$ cat src/rtl/ma_xif_dispatcher.sv
// ma_xif_dispatcher
//   CV-X-IF fan-out from one core to NUM_ACC matrix accelerators.
//   Issue  : matching-opcode instructions are steered round-robin to the first
//            accelerator with spare credit. The accepting accelerator is recorded
//            as the owner of the instruction ID.
//   Commit : each commit is routed to the owner of its ID. A kill releases the
//            ownership record and the owner's credit.
//   Result : accelerator results are arbitrated round-robin into one registered
//            result stage toward the core. A result whose ID is not owned by the
//            returning accelerator is still forwarded, and it sets a sticky error.
// Ports
//   clk, rst                 clock, synchronous active-high reset
//   s_issue_* / m_issue_*    core-side issue request / per-accelerator issue fan-out
//   s_commit_* / m_commit_*  core-side commit / one-hot commit to the owner
//   m_result_*               packed per-accelerator results (slot k at [k*W +: W])
//   s_result_*               registered result toward the core
//   err_ownership            sticky ownership-violation flag
module ma_xif_dispatcher #(
   parameter int unsigned NUM_ACC         = 4,
   parameter int unsigned ID_WIDTH        = 4,
   parameter int unsigned XLEN            = 64,
   parameter logic [6:0]  OPCODE          = 7'h2B,
   parameter int unsigned MAX_OUTSTANDING = 4
) (
   input  logic                         clk,
   input  logic                         rst,
   input  logic                         s_issue_valid,
   output logic                         s_issue_ready,
   input  logic [31:0]                  s_issue_instr,
   input  logic [ID_WIDTH-1:0]          s_issue_id,
   output logic                         s_issue_accept,
   output logic                         s_issue_writeback,
   output logic [NUM_ACC-1:0]           m_issue_valid,
   input  logic [NUM_ACC-1:0]           m_issue_ready,
   input  logic [NUM_ACC-1:0]           m_issue_accept,
   input  logic [NUM_ACC-1:0]           m_issue_writeback,
   output logic [31:0]                  m_issue_instr,
   output logic [ID_WIDTH-1:0]          m_issue_id,
   input  logic                         s_commit_valid,
   input  logic [ID_WIDTH-1:0]          s_commit_id,
   input  logic                         s_commit_kill,
   output logic [NUM_ACC-1:0]           m_commit_valid,
   output logic [ID_WIDTH-1:0]          m_commit_id,
   output logic                         m_commit_kill,
   input  logic [NUM_ACC-1:0]           m_result_valid,
   output logic [NUM_ACC-1:0]           m_result_ready,
   input  logic [NUM_ACC*ID_WIDTH-1:0]  m_result_id,
   input  logic [NUM_ACC*XLEN-1:0]      m_result_data,
   input  logic [NUM_ACC*5-1:0]         m_result_rd,
   input  logic [NUM_ACC-1:0]           m_result_we,
   output logic                         s_result_valid,
   input  logic                         s_result_ready,
   output logic [ID_WIDTH-1:0]          s_result_id,
   output logic [XLEN-1:0]              s_result_data,
   output logic [4:0]                   s_result_rd,
   output logic                         s_result_we,
   output logic                         err_ownership
);
   localparam int unsigned AW  = $clog2(NUM_ACC);
   localparam int unsigned AW1 = AW + 1;
   localparam int unsigned CW  = $clog2(MAX_OUTSTANDING + 1);
   localparam int unsigned NID = 2 ** ID_WIDTH;
   localparam logic [CW-1:0] CNT_MAX = CW'(MAX_OUTSTANDING);
   localparam logic [AW:0]   NACC    = AW1'(NUM_ACC);

   // Ownership table: owner_q is only meaningful where owner_vld_q is set.
   logic [AW-1:0]       owner_q [NID];
   logic [AW-1:0]       owner_d [NID];
   logic [NID-1:0]      owner_vld_q, owner_vld_d;
   logic [CW-1:0]       cnt_q [NUM_ACC];
   logic [CW-1:0]       cnt_d [NUM_ACC];
   logic [AW-1:0]       issue_rr_q, issue_rr_d, res_rr_q, res_rr_d;
   logic                res_valid_q, res_valid_d, res_we_q, res_we_d, err_q, err_d;
   logic [ID_WIDTH-1:0] res_id_q, res_id_d;
   logic [XLEN-1:0]     res_data_q, res_data_d;
   logic [4:0]          res_rd_q, res_rd_d;

   // Unpacked views of the result buses
   logic [ID_WIDTH-1:0] rid_w   [NUM_ACC];
   logic [XLEN-1:0]     rdata_w [NUM_ACC];
   logic [4:0]          rrd_w   [NUM_ACC];

   // (base + off) mod NUM_ACC, valid for off < NUM_ACC and any NUM_ACC
   function automatic logic [AW-1:0] wrap_add(input logic [AW-1:0] base, input int unsigned off);
      logic [AW:0] s;
      s = {1'b0, base} + AW1'(off);
      if (s >= NACC) s = s - NACC;
      return s[AW-1:0];
   endfunction

   // ---------------- Issue path ----------------
   logic          is_match, have_credit, issue_stall, issue_fire;
   logic [AW-1:0] tgt;

   assign is_match = (s_issue_instr[6:0] == OPCODE);

   always_comb begin
      logic [AW-1:0] cand;
      tgt         = issue_rr_q;
      have_credit = 1'b0;
      for (int unsigned j = 0; j < NUM_ACC; j++) begin
         cand = wrap_add(issue_rr_q, j);
         if (!have_credit && (cnt_q[cand] < CNT_MAX)) begin
            tgt         = cand;
            have_credit = 1'b1;
         end
      end
   end

   // ID reuse is blocked on the registered table, so a same-cycle release only
   // becomes visible to issue one cycle later.
   assign issue_stall = !have_credit || owner_vld_q[s_issue_id];
   assign issue_fire  = s_issue_valid && is_match && !issue_stall &&
                        m_issue_ready[tgt] && m_issue_accept[tgt];

   always_comb begin
      m_issue_valid     = '0;
      s_issue_ready     = 1'b0;
      s_issue_accept    = 1'b0;
      s_issue_writeback = 1'b0;
      if (!is_match) begin
         s_issue_ready = s_issue_valid;
      end else if (!issue_stall) begin
         m_issue_valid[tgt] = s_issue_valid;
         s_issue_ready      = s_issue_valid & m_issue_ready[tgt];
         s_issue_accept     = s_issue_valid & m_issue_accept[tgt];
         s_issue_writeback  = s_issue_valid & m_issue_writeback[tgt];
      end
   end

   assign m_issue_instr = s_issue_instr;
   assign m_issue_id    = s_issue_id;

   // ---------------- Commit path ----------------
   logic          cmt_hit, kill_fire;
   logic [AW-1:0] cmt_own;

   assign cmt_hit   = s_commit_valid && owner_vld_q[s_commit_id];
   assign cmt_own   = owner_q[s_commit_id];
   assign kill_fire = cmt_hit && s_commit_kill;

   always_comb begin
      m_commit_valid = '0;
      if (cmt_hit) m_commit_valid[cmt_own] = 1'b1;
   end

   assign m_commit_id   = s_commit_id;
   assign m_commit_kill = s_commit_kill;

   // ---------------- Result path ----------------
   logic                res_load, gnt_vld, res_fire, own_ok;
   logic [AW-1:0]       gnt;
   logic [ID_WIDTH-1:0] gnt_id;

   assign res_load = !res_valid_q || s_result_ready;

   always_comb begin
      logic [AW-1:0] cand;
      gnt     = res_rr_q;
      gnt_vld = 1'b0;
      for (int unsigned j = 0; j < NUM_ACC; j++) begin
         cand = wrap_add(res_rr_q, j);
         if (!gnt_vld && m_result_valid[cand]) begin
            gnt     = cand;
            gnt_vld = 1'b1;
         end
      end
   end

   assign res_fire = res_load && gnt_vld;
   assign gnt_id   = rid_w[gnt];
   assign own_ok   = owner_vld_q[gnt_id] && (owner_q[gnt_id] == gnt);

   always_comb begin
      m_result_ready = '0;
      if (res_fire) m_result_ready[gnt] = 1'b1;
   end

   // ---------------- Next state ----------------
   always_comb begin
      owner_d     = owner_q;
      owner_vld_d = owner_vld_q;
      issue_rr_d  = issue_rr_q;
      res_rr_d    = res_rr_q;
      res_valid_d = res_valid_q;
      res_id_d    = res_id_q;
      res_data_d  = res_data_q;
      res_rd_d    = res_rd_q;
      res_we_d    = res_we_q;
      err_d       = err_q;
      if (kill_fire) owner_vld_d[s_commit_id] = 1'b0;
      if (res_fire && own_ok) owner_vld_d[gnt_id] = 1'b0;
      // Set after clears so an issue wins over a release of the same ID
      if (issue_fire) begin
         owner_vld_d[s_issue_id] = 1'b1;
         owner_d[s_issue_id]     = tgt;
         issue_rr_d              = wrap_add(tgt, 1);
      end
      if (res_load) begin
         res_valid_d = gnt_vld;
         if (gnt_vld) begin
            res_id_d   = gnt_id;
            res_data_d = rdata_w[gnt];
            res_rd_d   = rrd_w[gnt];
            res_we_d   = m_result_we[gnt];
         end
      end
      if (res_fire) begin
         res_rr_d = wrap_add(gnt, 1);
         if (!own_ok) err_d = 1'b1;
      end
   end

   // Per-accelerator unpacking and credit accounting (issue, kill and result
   // may all hit the same accelerator in one cycle)
   for (genvar gi = 0; gi < NUM_ACC; gi++) begin : g_acc
      logic          inc, dec_kill, dec_res;
      logic [CW+1:0] sum_w;

      assign rid_w[gi]   = m_result_id[gi*ID_WIDTH +: ID_WIDTH];
      assign rdata_w[gi] = m_result_data[gi*XLEN +: XLEN];
      assign rrd_w[gi]   = m_result_rd[gi*5 +: 5];

      assign inc      = issue_fire && (tgt == AW'(gi));
      assign dec_kill = kill_fire && (cmt_own == AW'(gi));
      assign dec_res  = res_fire && own_ok && (gnt == AW'(gi));
      assign sum_w    = {2'b00, cnt_q[gi]} + {{(CW+1){1'b0}}, inc}
                      - {{(CW+1){1'b0}}, dec_kill} - {{(CW+1){1'b0}}, dec_res};
      assign cnt_d[gi] = sum_w[CW-1:0];

      // An underflow shows up as a huge sum_w, an overflow as a value past the limit
      a_cnt_no_wrap: assert property (@(posedge clk) disable iff (rst)
                                      sum_w <= {2'b00, CNT_MAX});
   end

   always_ff @(posedge clk) begin
      if (rst) begin
         owner_vld_q <= '0;
         issue_rr_q  <= '0;
         res_rr_q    <= '0;
         res_valid_q <= 1'b0;
         res_id_q    <= '0;
         res_data_q  <= '0;
         res_rd_q    <= '0;
         res_we_q    <= 1'b0;
         err_q       <= 1'b0;
         for (int unsigned k = 0; k < NUM_ACC; k++) cnt_q[k] <= '0;
      end else begin
         owner_vld_q <= owner_vld_d;
         issue_rr_q  <= issue_rr_d;
         res_rr_q    <= res_rr_d;
         res_valid_q <= res_valid_d;
         res_id_q    <= res_id_d;
         res_data_q  <= res_data_d;
         res_rd_q    <= res_rd_d;
         res_we_q    <= res_we_d;
         err_q       <= err_d;
         for (int unsigned k = 0; k < NUM_ACC; k++) cnt_q[k] <= cnt_d[k];
      end
   end

   // Owner entries need no reset: they are ignored while their valid bit is low
   always_ff @(posedge clk) begin
      owner_q <= owner_d;
   end

   assign s_result_valid = res_valid_q;
   assign s_result_id    = res_id_q;
   assign s_result_data  = res_data_q;
   assign s_result_rd    = res_rd_q;
   assign s_result_we    = res_we_q;
   assign err_ownership  = err_q;

endmodule
$ cat config.mk
export PLATFORM = sky130hd
export DESIGN_NAME = ma_xif_dispatcher
export DESIGN_NICKNAME = d
export VERILOG_FILES = /design/src/rtl/ma_xif_dispatcher.sv
export SDC_FILE = /design/constraint.sdc
export NUM_CORES = 1
export LEC_CHECK = 0
export CAP_MARGIN = 15
export CORE_AREA = 3 3 191 193
export DETAILED_ROUTE_END_ITERATION = 8
export DIE_AREA = 0 0 194 196
export SETUP_SLACK_MARGIN = 0.3
export SLEW_MARGIN = 10
export SYNTH_ARGS = -nofsm -noshare
export SYNTH_HDL_FRONTEND = slang
export SYNTH_SLANG_ARGS = --single-unit
$ cat constraint.sdc
create_clock -name clk -period 3.95 [get_ports clk]
set_input_delay 0.395 -clock clk [delete_from_list [all_inputs] [get_ports clk]]
set_output_delay 0.395 -clock clk [all_outputs]
set_load 0.03 [all_outputs]
==> reports/qor.csv <==
stage,metric,value,unit
run_status,status,finished with violations,
run_status,violations,negative setup slack,
min_path,hold_class,reg -> reg,
timing,fin_ws,-275.6,ps
floorplan,ios,490,
timing,tightestPinTransition,863.4,ps
drt,initialDrtViolationCount,729,
timing,setup_viol,8,
setup_path,path_cells,"and3b_1, or4_4, nand2_8, buf_12, nand2_4, a32oi_2, buf_12, buf_8, mux2i_2, a22oi_2, and4_1, o211ai_1, nand2_2, and3_4, fa_2, inv_2, ha_4, ha_4, xor2_2, xnor2_1, nor2_1",
logic_synthesis,yosysUniqueCellTypes,70,
setup_path,worst_r2r_endpoint,cnt_q[0][2],
timing,period_needed,4226,ps
cells_and_area,antenna_cells,0,
global_route,grt_pass1_vias,10775,
drt,dr.max_layer_used,met4,
pwr,pwr-share-seq,27.8,%
cells_and_area,fin_util,45.13,%
timing,hold_viol_final,0,
logic_synthesis,fp_nets,1680,
place,placed_cells,2134,
clock_tree,cts_max_level,4,
cells_and_area,layout_top_cell,clkdlybuf4s50_1,
setup_path,critPathLaunchType,flop,
run 1: synth_stat cells (all sizes together) (6+ instances only):
library cell  count  area [um2]
a21oi            88       444.2
a31oi             7       43.79
and2              9       56.31
and3              8       50.05
buf              67       447.9
clkbuf           78       292.8
dfxtp           110        2202
edfxtp           32       960.9
ha               20       250.2
inv              25       93.84
mux2i            32       336.6
mux4             25       563.0
nand2           399        1505
nand2b            9       56.30
nand3           216        1081
nor2             39       148.9
nor2b            16       100.1
nor3             12       60.06
o21ai            14       70.07
xnor2             6       60.06
xor2              6       52.55
run 1: power groups by stage:
| stage | clock network, uW | registers (uW) | logic [uW] |
|---|---|---|---|
| 4_1_cts | 1640 | 1700 | 2740 |
| 3_5_place_dp | 0 | 1730 | 2600 |
| 5_1_grt | 1700 | 1710 | 3010 |
| 2_1_floorplan | 0 | 1970 | 1280 |
| 3_3_place_gp | 0 | 1720 | 2580 |
| 6_report | 1600 | 1700 | 2800 |
run 1: worst max-delay path by stage:
stage	to	slack, ps	startpoint	depth (start not counted)
finish	cnt_q[0][2]	-280	res_rr_q[1]	21
global route	cnt_q[0][2]	-470	res_rr_q[1]	21
CTS	cnt_q[2][2]	-270	res_rr_q[1]	20
detailed placement	cnt_q[0][2]	-990	m_result_valid[0]	21
global placement	cnt_q[0][2]	-840	m_result_valid[3]	21
floorplan	cnt_q[2][2]	-180	m_result_valid[0]	24
run 1: cells by family (layout without fill, tap and decap cells):
kind of cell    Yosys count  in the layout  synth area share (%)
flops                   142            142                 32.93
fa+ha+maj                24             24                 3.439
compound gates          154            154                 9.810
buf+inv                 170            601                 8.689
xor+xnor                 12             12                 1.173
simple gates            734            734                 33.96
mux                      62             62                 9.992
run_1/layer_met1.png
Scale bar: 50 um. Supply wires on this layer in grey. Cells faint in the background.
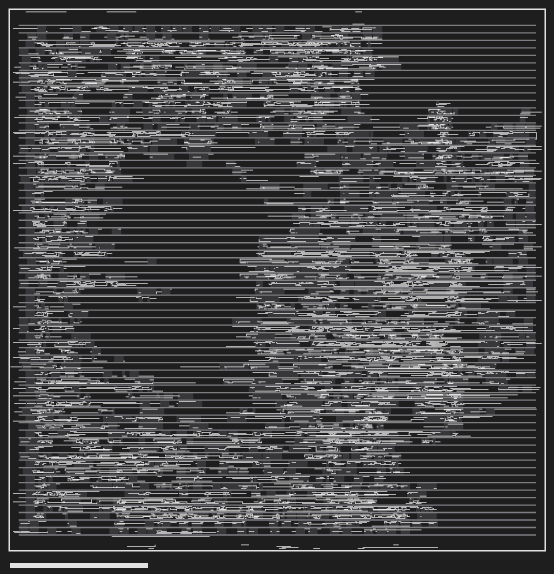
share of all routed wire	39%
wire length on this layer	16,100 um
main direction	horizontal
drt total wl: 41,150 um
total number of vias: 10,815
met1 usage: 24.37%

run_1/sizes.png
Scale bar: 50 um.
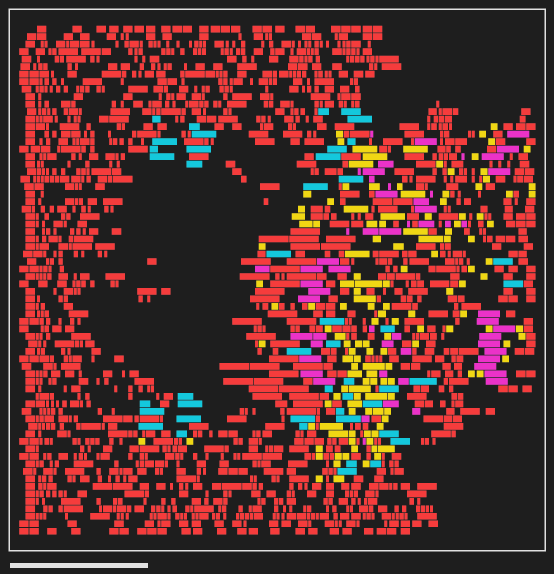
size	colour	cells	share	most used
_6 and larger	cyan	45	2.6%	clkbuf_16
_0 and _1 cells	red	1,488	86%	clkdlybuf4s50_1
_3 and _4 cells	yellow	140	8.1%	buf_4
_2 cells	magenta	56	3.2%	mux4_2
area delta synth->final: 63.12%
Buffers excl. clock: 544
post-route cell area: 15,670 um2

run_1/congestion.png
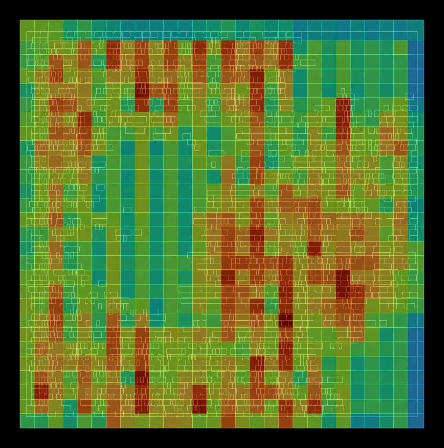
GR met2 Demand/Resource: 36.78%
busiest metal layer after global routing: met2
met3 global-route usage: 5.100%

Power is estimated from default activity; no workload was simulated.
